Fig. 1: run 1, PDN straps and rails
Pins as bars on the die edge.
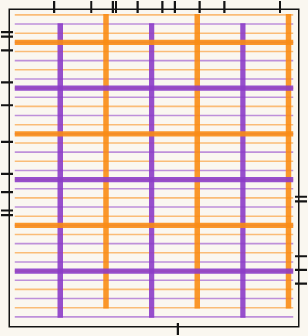
Fig. 2: run 1, placed cells, one color a class
Scale bar: 20 µm.
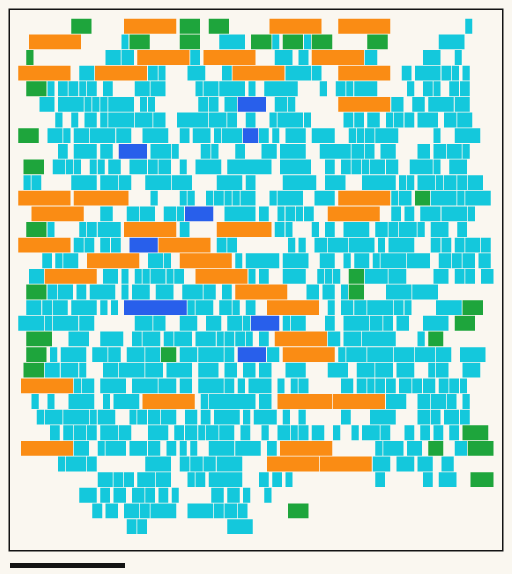
Fig. 3: run 1, routed clock nets over the placement
Scale bar: 20 µm.
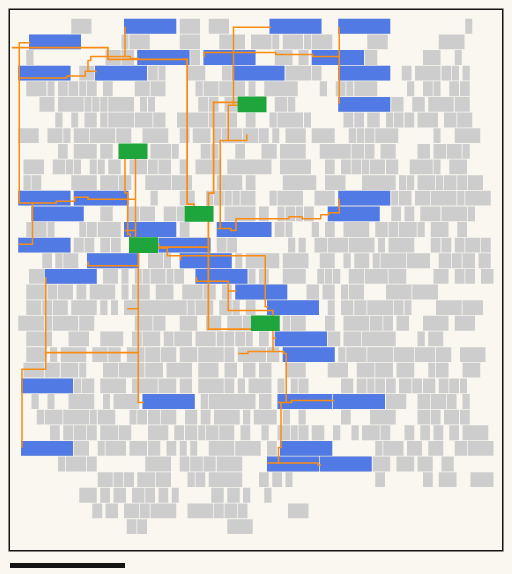
Fig. 4: run 1, routed metal, one color a layer
Two of the layers only.
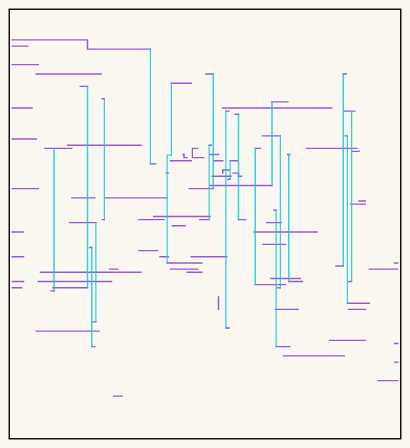
`config.mk`:
```
export PLATFORM = sky130hd
export DESIGN_NAME = viterbi_acs4
export DESIGN_NICKNAME = d
export VERILOG_FILES = /design/src/rtl/viterbi_acs4.sv
export SDC_FILE = /design/constraint.sdc
export NUM_CORES = 1
export LEC_CHECK = 0
export CORE_ASPECT_RATIO = 1.1
export CORE_UTILIZATION = 60
export CTS_BUF_LIST = sky130_fd_sc_hd__clkbuf_4 sky130_fd_sc_hd__clkbuf_8 sky130_fd_sc_hd__clkbuf_16
export CTS_CLUSTER_SIZE = 14
export DETAILED_ROUTE_END_ITERATION = 7
export GPL_TIMING_DRIVEN = 0
export PLACE_DENSITY = 0.79
export RECOVER_POWER = 50
export REMOVE_ABC_BUFFERS = 1
export SYNTH_ARGS = -nofsm -noshare
export SYNTH_HDL_FRONTEND = slang
export SYNTH_SLANG_ARGS = --single-unit
```
`constraint.sdc`:
```
create_clock -name clk -period 9.9 [get_ports clk]
set_input_delay 1.98 -clock clk [delete_from_list [all_inputs] [get_ports clk]]
set_output_delay 1.98 -clock clk [all_outputs]
set_load 0.02 [all_outputs]
```
`src/rtl/viterbi_acs4.sv`:
```
// Four-state add-compare-select stage for the K=3 (7,5) Viterbi decoder; one symbol per clock, 1-cycle latency, no backpressure.
// Optional path-metric normalisation is enabled by defining ACS_NORM_EN; otherwise metrics saturate at the top of the range.
module viterbi_acs4 #(
    parameter int PM_W    = 6,
    parameter int INIT_PM = 16
) (
    input  logic            clk,
    input  logic            rst,
    input  logic            start,
    input  logic            in_valid,
    input  logic [1:0]      bm_00,
    input  logic [1:0]      bm_01,
    input  logic [1:0]      bm_10,
    input  logic [1:0]      bm_11,
    output logic            out_valid,
    output logic [3:0]      dec,
    output logic [1:0]      best_state,
    output logic [PM_W-1:0] best_pm,
    output logic            norm_pulse
);

    localparam logic [PM_W:0]   MAX_PM = {1'b0, {PM_W{1'b1}}};
    localparam logic [PM_W-1:0] INIT_V = PM_W'(INIT_PM);

    logic [3:0][PM_W-1:0] pm_q;
    logic [3:0][PM_W-1:0] pm_old;
    logic [3:0][PM_W-1:0] pm_new;
    logic [3:0][1:0]      bm;
    logic [3:0][PM_W:0]   cand0;
    logic [3:0][PM_W:0]   cand1;
    logic [3:0][PM_W:0]   surv;
    logic [3:0]           dec_c;
    logic [1:0]           best_c;
    logic [PM_W-1:0]      best_pm_c;

    function automatic logic [PM_W:0] acs_add(input logic [PM_W-1:0] pm, input logic [1:0] b);
        acs_add = {1'b0, pm} + {{(PM_W-1){1'b0}}, b};
    endfunction

    function automatic logic [PM_W-1:0] sat(input logic [PM_W:0] v);
        sat = (v > MAX_PM) ? MAX_PM[PM_W-1:0] : v[PM_W-1:0];
    endfunction

    // A frame start coinciding with a symbol uses the init metrics as the old metrics.
    assign pm_old = start ? {INIT_V, INIT_V, INIT_V, {PM_W{1'b0}}} : pm_q;
    assign bm     = {bm_11, bm_10, bm_01, bm_00};

    always_comb begin
        cand0[0] = acs_add(pm_old[0], bm[0]);
        cand1[0] = acs_add(pm_old[1], bm[3]);
        cand0[1] = acs_add(pm_old[2], bm[2]);
        cand1[1] = acs_add(pm_old[3], bm[1]);
        cand0[2] = acs_add(pm_old[0], bm[3]);
        cand1[2] = acs_add(pm_old[1], bm[0]);
        cand0[3] = acs_add(pm_old[2], bm[1]);
        cand1[3] = acs_add(pm_old[3], bm[2]);
        for (int s = 0; s < 4; s++) begin
            dec_c[s] = cand1[s] < cand0[s];
            surv[s]  = dec_c[s] ? cand1[s] : cand0[s];
        end
    end

`ifdef ACS_NORM_EN
    localparam logic [PM_W:0] HALF = {2'b01, {(PM_W-1){1'b0}}};
    logic norm_c;
    logic norm_q;

    always_comb begin
        norm_c = 1'b1;
        for (int s = 0; s < 4; s++) begin
            if (surv[s] < HALF) norm_c = 1'b0;
        end
        // Saturation stays as an overflow guard; with normalisation active it should never bite.
        for (int s = 0; s < 4; s++) begin
            pm_new[s] = sat(norm_c ? (surv[s] - HALF) : surv[s]);
        end
    end

    always_ff @(posedge clk or posedge rst) begin
        if (rst) begin
            norm_q <= 1'b0;
        end else if (in_valid) begin
            norm_q <= norm_c;
        end
    end

    assign norm_pulse = norm_q;
`else
    always_comb begin
        for (int s = 0; s < 4; s++) begin
            pm_new[s] = sat(surv[s]);
        end
    end

    assign norm_pulse = 1'b0;
`endif

    always_comb begin
        best_c    = 2'd0;
        best_pm_c = pm_new[0];
        for (int s = 1; s < 4; s++) begin
            if (pm_new[s] < best_pm_c) begin
                best_c    = 2'(s);
                best_pm_c = pm_new[s];
            end
        end
    end

    always_ff @(posedge clk or posedge rst) begin
        if (rst) begin
            pm_q       <= {INIT_V, INIT_V, INIT_V, {PM_W{1'b0}}};
            out_valid  <= 1'b0;
            dec        <= 4'd0;
            best_state <= 2'd0;
            best_pm    <= '0;
        end else begin
            out_valid <= in_valid;
            if (in_valid) begin
                pm_q       <= pm_new;
                dec        <= dec_c;
                best_state <= best_c;
                best_pm    <= best_pm_c;
            end else if (start) begin
                pm_q <= pm_old;
            end
        end
    end

endmodule
```
==> impl_results.rst, run 1 <==
Flow metrics
------------

.. list-table::
   :header-rows: 1

   * - Metric
     - Value
   * - Filler-free cell count of the finished design
     - 685
   * - Commonest non-fill, non-tap cell in the layout
     - a21oi_1
   * - Number of iterations in the first detailed-routing pass
     - 7
   * - Area of the multi-input gates
     - 3480 µm²
   * - Number of tap cells inserted
     - 87
   * - Share of the clock period used by the worst path
     - 0.950
   * - Unique masters post-synth
     - 71
   * - Family with the most delay on the worst path
     - AND-OR/OR-AND gates
   * - Hold Path Depth
     - 2
   * - Detail Route Antenna Nets
     - 0
   * - Resize count post-CTS
     - 10
   * - Most popular library cell in the synthesized design by count
     - a21oi_1
   * - Count of buffers added by post-CTS timing repair for setup
     - 0
   * - Number of core rows
     - 33
   * - Pin count of the biggest net entering global routing
     - 45
   * - Length of routed wiring on met1
     - 5210 µm
   * - Final Routed Wirelength
     - 12,100 µm
   * - Number of pins with negative max-slew slack in the final report
     - 45
   * - Fraction of cell area in non-clock buffers
     - 0.0572
   * - Non-clock inverter count
     - 26
   * - Met2 WL
     - 5840 µm
   * - Sequential share of cell area
     - 0.185
   * - Design area
     - 5030 µm²
   * - CP startpoint kind
     - input port
   * - RSZ-0062 raised after global routing
     - no
   * - Final Worst Setup Slack
     - 498 ps
   * - Share of layout cells above drive strength 1
     - 0.105
   * - Level count of the clock H-tree
     - 2
   * - Worst reg2reg endpoint
     - best_pm[2]
   * - Setup violators final
     - 0
   * - Final core utilization
     - 0.677
   * - Iter 0 DRT Violations
     - 296
   * - Max-Cap Viols
     - 2
   * - Arrival time worst endpoint
     - 9570 ps
   * - #MultiIn Comb
     - 497
   * - Violations in the final reports
     - design-rule violations, max-capacitance violations, max-slew violations
   * - Pre-CTS setup slack
     - -2240 ps
   * - OpenROAD warning count
     - 25
   * - CTS Hold Buffers Added
     - 0
   * - Non-clock buffer instance count of the final layout
     - 30
   * - Post-synthesis sequential area ratio
     - 0.202
   * - Clock edge transition at the registers on the reported setup and hold paths
     - 80 ps
   * - Area growth, synth to finish
     - 9.09%
   * - CP max-delay cell
     - mux2_2
   * - Via count of the first global-routing pass
     - 4,162
   * - Fraction of area in multi-input gates
     - 0.692
   * - Drt drc
     - 2
   * - Clkbuf count
     - 7
   * - Met3 routed wirelength
     - 452 µm
   * - Met1 usage in global routing
     - 0.373
   * - Clock Tree Root
     - clkbuf_8
   * - Cell type with the largest total area after synthesis
     - dfrtp_1
   * - Dominant Register Cell
     - dfrtp_1
   * - Final worst path period need
     - 9400 ps
   * - Via total after detailed routing
     - 4,451
   * - Commonest cells after routing, fill and taps aside
     - a21oi_1, nor2_1, nand2_1, ha_1, o21ai_0
   * - Global-route met3 utilization
     - 0.0290
   * - Crit. Startpoint
     - start
   * - Wire length of the first global-routing pass
     - 19,600 µm
   * - Clock Skews
     - 9.32 ps
   * - Outcome
     - finished with violations
   * - Starting Density
     - 0.620
   * - Cts bufs inserted
     - 5
   * - Relative slew margins
     - -0.248
   * - Post-layout nets
     - 661
About Fig. 1:
VDD: marked orange. VSS: marked purple.
The core has 33 rows. 34 met1 rails follow the rows.

About Fig. 2:
other buffers and delay cells: marked green, cells 30. flip-flops: marked orange, cells 37. all other logic: marked cyan, cells 523. clock drivers and dummy loads: marked blue, cells 8.

About Fig. 3:
flip-flops: marked blue, count 37. clock wires: marked orange, length 579 µm. cells driving clock nets: marked green, count 5.
There are 6 routed clock nets. Position of the flops: spread over the die.

About Fig. 4:
met4: marked cyan, wire length 583 µm. met3: marked purple, wire length 452 µm.

[run 1: worst max-delay path by stage]
stage	endpoint	cells after the start
6_report	best_pm[2]	36
5_1_grt	best_pm[4]	35
4_1_cts	best_pm[1]	35
3_5_place_dp	best_pm[1]	35
3_3_place_gp	best_pm[4]	34
2_1_floorplan	best_pm[1]	32
[run 1: kinds of logic after synthesis]
kind of cell / count (synthesis) / share of synthesized area
adders and majority gates: 59 / 0.157
xor gates and xnor gates: 15 / 0.0301
other: 1 / 0.000813
and+or+nand+nor: 201 / 0.219
DFF: 37 / 0.202
buffers and inverters: 56 / 0.0499
AOI/OAI and AO/OA: 200 / 0.290
muxes: 21 / 0.0518
[run 1: flip-flops by register name (all words and copies together), names as in the netlist]
register / flops
out_valid: 1
best_state: 2
dec: 4
best_pm: 6
pm_q: 24
==> run 1 -> run 2 <==
GPL_ROUTABILITY_DRIVEN = 0   (was unset)
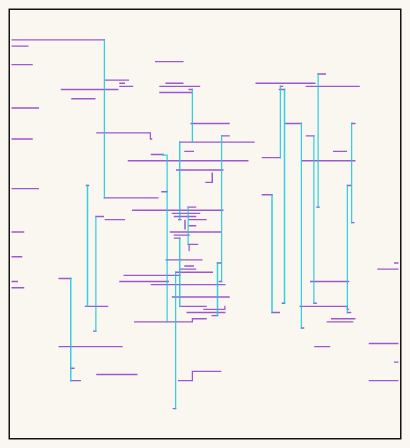
Fig. 5. Routed metal, one color a layer (run 2).
Two of the layers only.
via total after detailed routing: 4,542
Final Routed Wirelength: 12,500 µm

==> impl_results.rst, run 2 <==
Flow metrics
------------

.. list-table::
   :header-rows: 1

   * - Metric
     - Value
   * - Outcome
     - finished with violations
   * - Violations in the final reports
     - design-rule violations, max-capacitance violations, max-slew violations
   * - Clock Tree Root
     - clkbuf_8
   * - Level count of the clock H-tree
     - 2 (unchanged)
   * - Top post-synthesis cells by area
     - dfrtp_1, ha_1, a21oi_1, nor2_1, nand2_1
   * - Iter 0 DRT Violations
     - 233 (-21%)
   * - Clock edge transition at the registers on the reported setup and hold paths
     - 80 ps (about the same)
   * - Clock Skews
     - 9.17 ps (-0.158 ps)
   * - Pre-CTS setup slack
     - -2300 ps (-67.2 ps)
   * - Hold Path Depth
     - 2 (unchanged)
   * - RSZ-0062 raised after global routing
     - no
   * - Cts bufs inserted
     - 5 (unchanged)
   * - Kind of critical path
     - input port to flip-flop
   * - Design area
     - 5040 µm² (+0.17%)
   * - Area growth, synth to finish
     - 9.28%
   * - Met1 usage in global routing
     - 0.381 (+0.00790)
   * - Dominant Register Cell
     - dfrtp_1
   * - Commonest cells after routing, fill and taps aside
     - a21oi_1, nor2_1, nand2_1, ha_1, o21ai_0
   * - Via count of the first global-routing pass
     - 4,322 (+3.8%)
   * - Length of routed wiring on met1
     - 5220 µm (about the same)
   * - CP max-delay cell
     - mux2_2
   * - Port Buffers
     - 24
   * - Setup violators final
     - 0 (unchanged)
   * - Wire length of the first global-routing pass
     - 20,400 µm (+4.0%)
   * - Family with the most delay on the worst path
     - AND-OR/OR-AND gates
   * - Met2 WL
     - 6190 µm (+6.0%)
   * - Number of pins with negative max-slew slack in the final report
     - 45 (unchanged)
   * - RR Startpoint
     - pm_q[7]
   * - #MultiIn Comb
     - 497 (unchanged)
   * - Fraction of area in multi-input gates
     - 0.691 (-0.00120)
   * - Count of endpoints failing hold in the final timing report
     - 0
   * - CP startpoint kind
     - input port
   * - Share of the clock period used by the worst path
     - 0.958 (+0.00839)
   * - Starting Density
     - 0.620 (unchanged)
   * - Post-detail-place hpwl
     - 9100 µm
   * - Max-Cap Viols
     - 2 (unchanged)
   * - Relative slew margins
     - -0.331 (-0.0830)
   * - Global-route met3 utilization
     - 0.0351 (+0.00615)
   * - Final core utilization
     - 0.678 (+0.00118)
   * - Met3 routed wirelength
     - 527 µm (+17%)
   * - Share of layout cells above drive strength 1
     - 0.105 (unchanged)
   * - Unique masters post-synth
     - 71 (unchanged)
   * - Crit. Startpoint
     - start
   * - OpenROAD warning count
     - 25 (unchanged)
   * - Non-clock buffer instance count of the final layout
     - 30 (unchanged)
   * - Commonest non-fill, non-tap cell in the layout
     - a21oi_1
   * - Filler-free cell count of the finished design
     - 685 (unchanged)
   * - Arrival time worst endpoint
     - 9660 ps (+90 ps)
   * - Area of the multi-input gates
     - 3480 µm² (unchanged)
   * - Final worst path period need
     - 9480 ps (+83.1 ps)
   * - Clkbuf count
     - 5 (-2)
   * - Most popular library cell in the synthesized design by count
     - a21oi_1
   * - Stages on worst setup path
     - 35 (-2.8%)
   * - Largest regs
     - pm_q (24), best_pm (6), dec (4)
   * - Post-layout nets
     - 661 (unchanged)
   * - Worst setup path endpoint
     - best_pm[2]
   * - Post-synthesis sequential area ratio
     - 0.202 (unchanged)
   * - Insertion delay of the later-clocked pin in the worst-skew pair
     - 300 ps
   * - Register with the most flip-flops
     - pm_q
   * - Sequential share of cell area
     - 0.185 (-0.000321)
   * - Drt drc
     - 2 (unchanged)
   * - Fraction of cell area in non-clock buffers
     - 0.0554 (-0.00184)
==> run 2: repair_timing <==
item | in CTS | in global routing
pin swaps | 0 | 1
resized | 10 | 4
setup buffers | 0 | 6
cloned | 1 | 0
endpoints found under the setup margin | 8 | 8
==> run 2: cell families (layout without fill, tap and decap cells) <==
group                    count (synthesis)  count (layout)  share of synthesized area
buffers and inverters                   56              64                     0.0499
adder cells (fa/ha/maj)                 59              59                      0.157
XOR/XNOR                                15              15                     0.0301
flip-flops                              37              37                      0.202
multiplexers                            21              21                     0.0518
other                                    1               1                   0.000813
AND-OR/OR-AND                          200             200                      0.290
AND/OR/NAND/NOR                        201             201                      0.219
==> run 2 -> run 3 <==
SLEW_MARGIN = 10   (was unset)
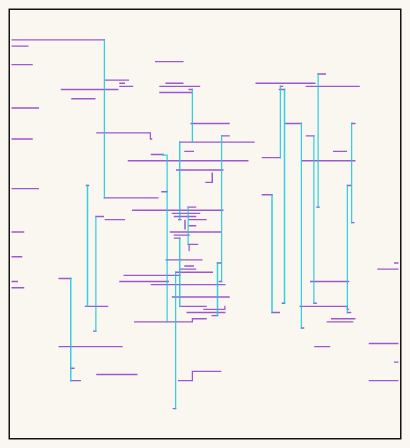
Fig. 6. Routed metal, one color a layer (run 3).
Two of the layers only.
met3: marked purple, wire length 528 µm. met4: marked cyan, wire length 520 µm.

==> impl_results.rst, run 3 <==
Flow metrics
------------

.. list-table::
   :header-rows: 1

   * - Metric
     - Value
   * - Hold Path Depth
     - 2 (unchanged)
   * - Area growth, synth to finish
     - 9.28% (unchanged)
   * - CP max-delay cell
     - mux2_2
   * - Starting Density
     - 0.620 (unchanged)
   * - Largest regs
     - pm_q (24), best_pm (6), dec (4)
   * - Final Routed Wirelength
     - 12,500 µm (unchanged)
   * - Relative slew margins
     - -0.331 (unchanged)
   * - Pre-CTS setup slack
     - -1100 ps (+1200 ps)
   * - CP startpoint kind
     - input port
   * - Most popular library cell in the synthesized design by count
     - a21oi_1
   * - Final core utilization
     - 0.678 (unchanged)
   * - RSZ-0062 raised after global routing
     - no
   * - Post-synthesis sequential area ratio
     - 0.202 (unchanged)
   * - Crit. Startpoint
     - start
   * - Violations in the final reports
     - design-rule violations, max-capacitance violations, max-slew violations
   * - Global-route met3 utilization
     - 0.0351 (unchanged)
   * - Stages on worst setup path
     - 35 (unchanged)
   * - Clock Tree Root
     - clkbuf_8
   * - Met3 routed wirelength
     - 527 µm (unchanged)
   * - Max-Cap Viols
     - 2 (unchanged)
   * - Number of pins with negative max-slew slack in the final report
     - 45 (unchanged)
   * - Family with the most delay on the worst path
     - AND-OR/OR-AND gates
   * - Insertion delay of the later-clocked pin in the worst-skew pair
     - 300 ps (about the same)
   * - Port Buffers
     - 24 (unchanged)
   * - Area of the multi-input gates
     - 3480 µm² (unchanged)
   * - Xor and xnor fraction of the mapped netlist area
     - 0.0301 (unchanged)
   * - Area share of and/or/nand/nor cells after synthesis
     - 0.219 (unchanged)
   * - Drt drc
     - 2 (unchanged)
   * - OpenROAD warning count
     - 25 (unchanged)
   * - Outcome
     - finished with violations
   * - Via total after detailed routing
     - 4,542 (unchanged)
## run 3: cell counts after synthesis
No cell type changed its count.
## run 3: repair_timing
| item | 4_1_cts | 5_1_grt |
|---|---|---|
| buffers inserted | 0 | 6 |
| gates resized | 5 | 4 |
| endpoints found under the setup margin | 8 | 8 |
| gates cloned | 1 | 0 |
| pin swaps | 0 | 1 |
## run 3: tightest hold or removal path: stages, from the launching register on
cell and delay, ps:
dfrtp_1 350, nand2_1 50, o21ai_0 60
## run 3: area by class of cell
cell class	instances	area share
multi-input cells	497	0.691
flip-flops and latches	37	0.185
repair buffers	30	0.0554
well taps	87	0.0216
inverters	25	0.0194
clock buffers	5	0.0137
clock inverters	3	0.0137
repair inverters	1	0.000993
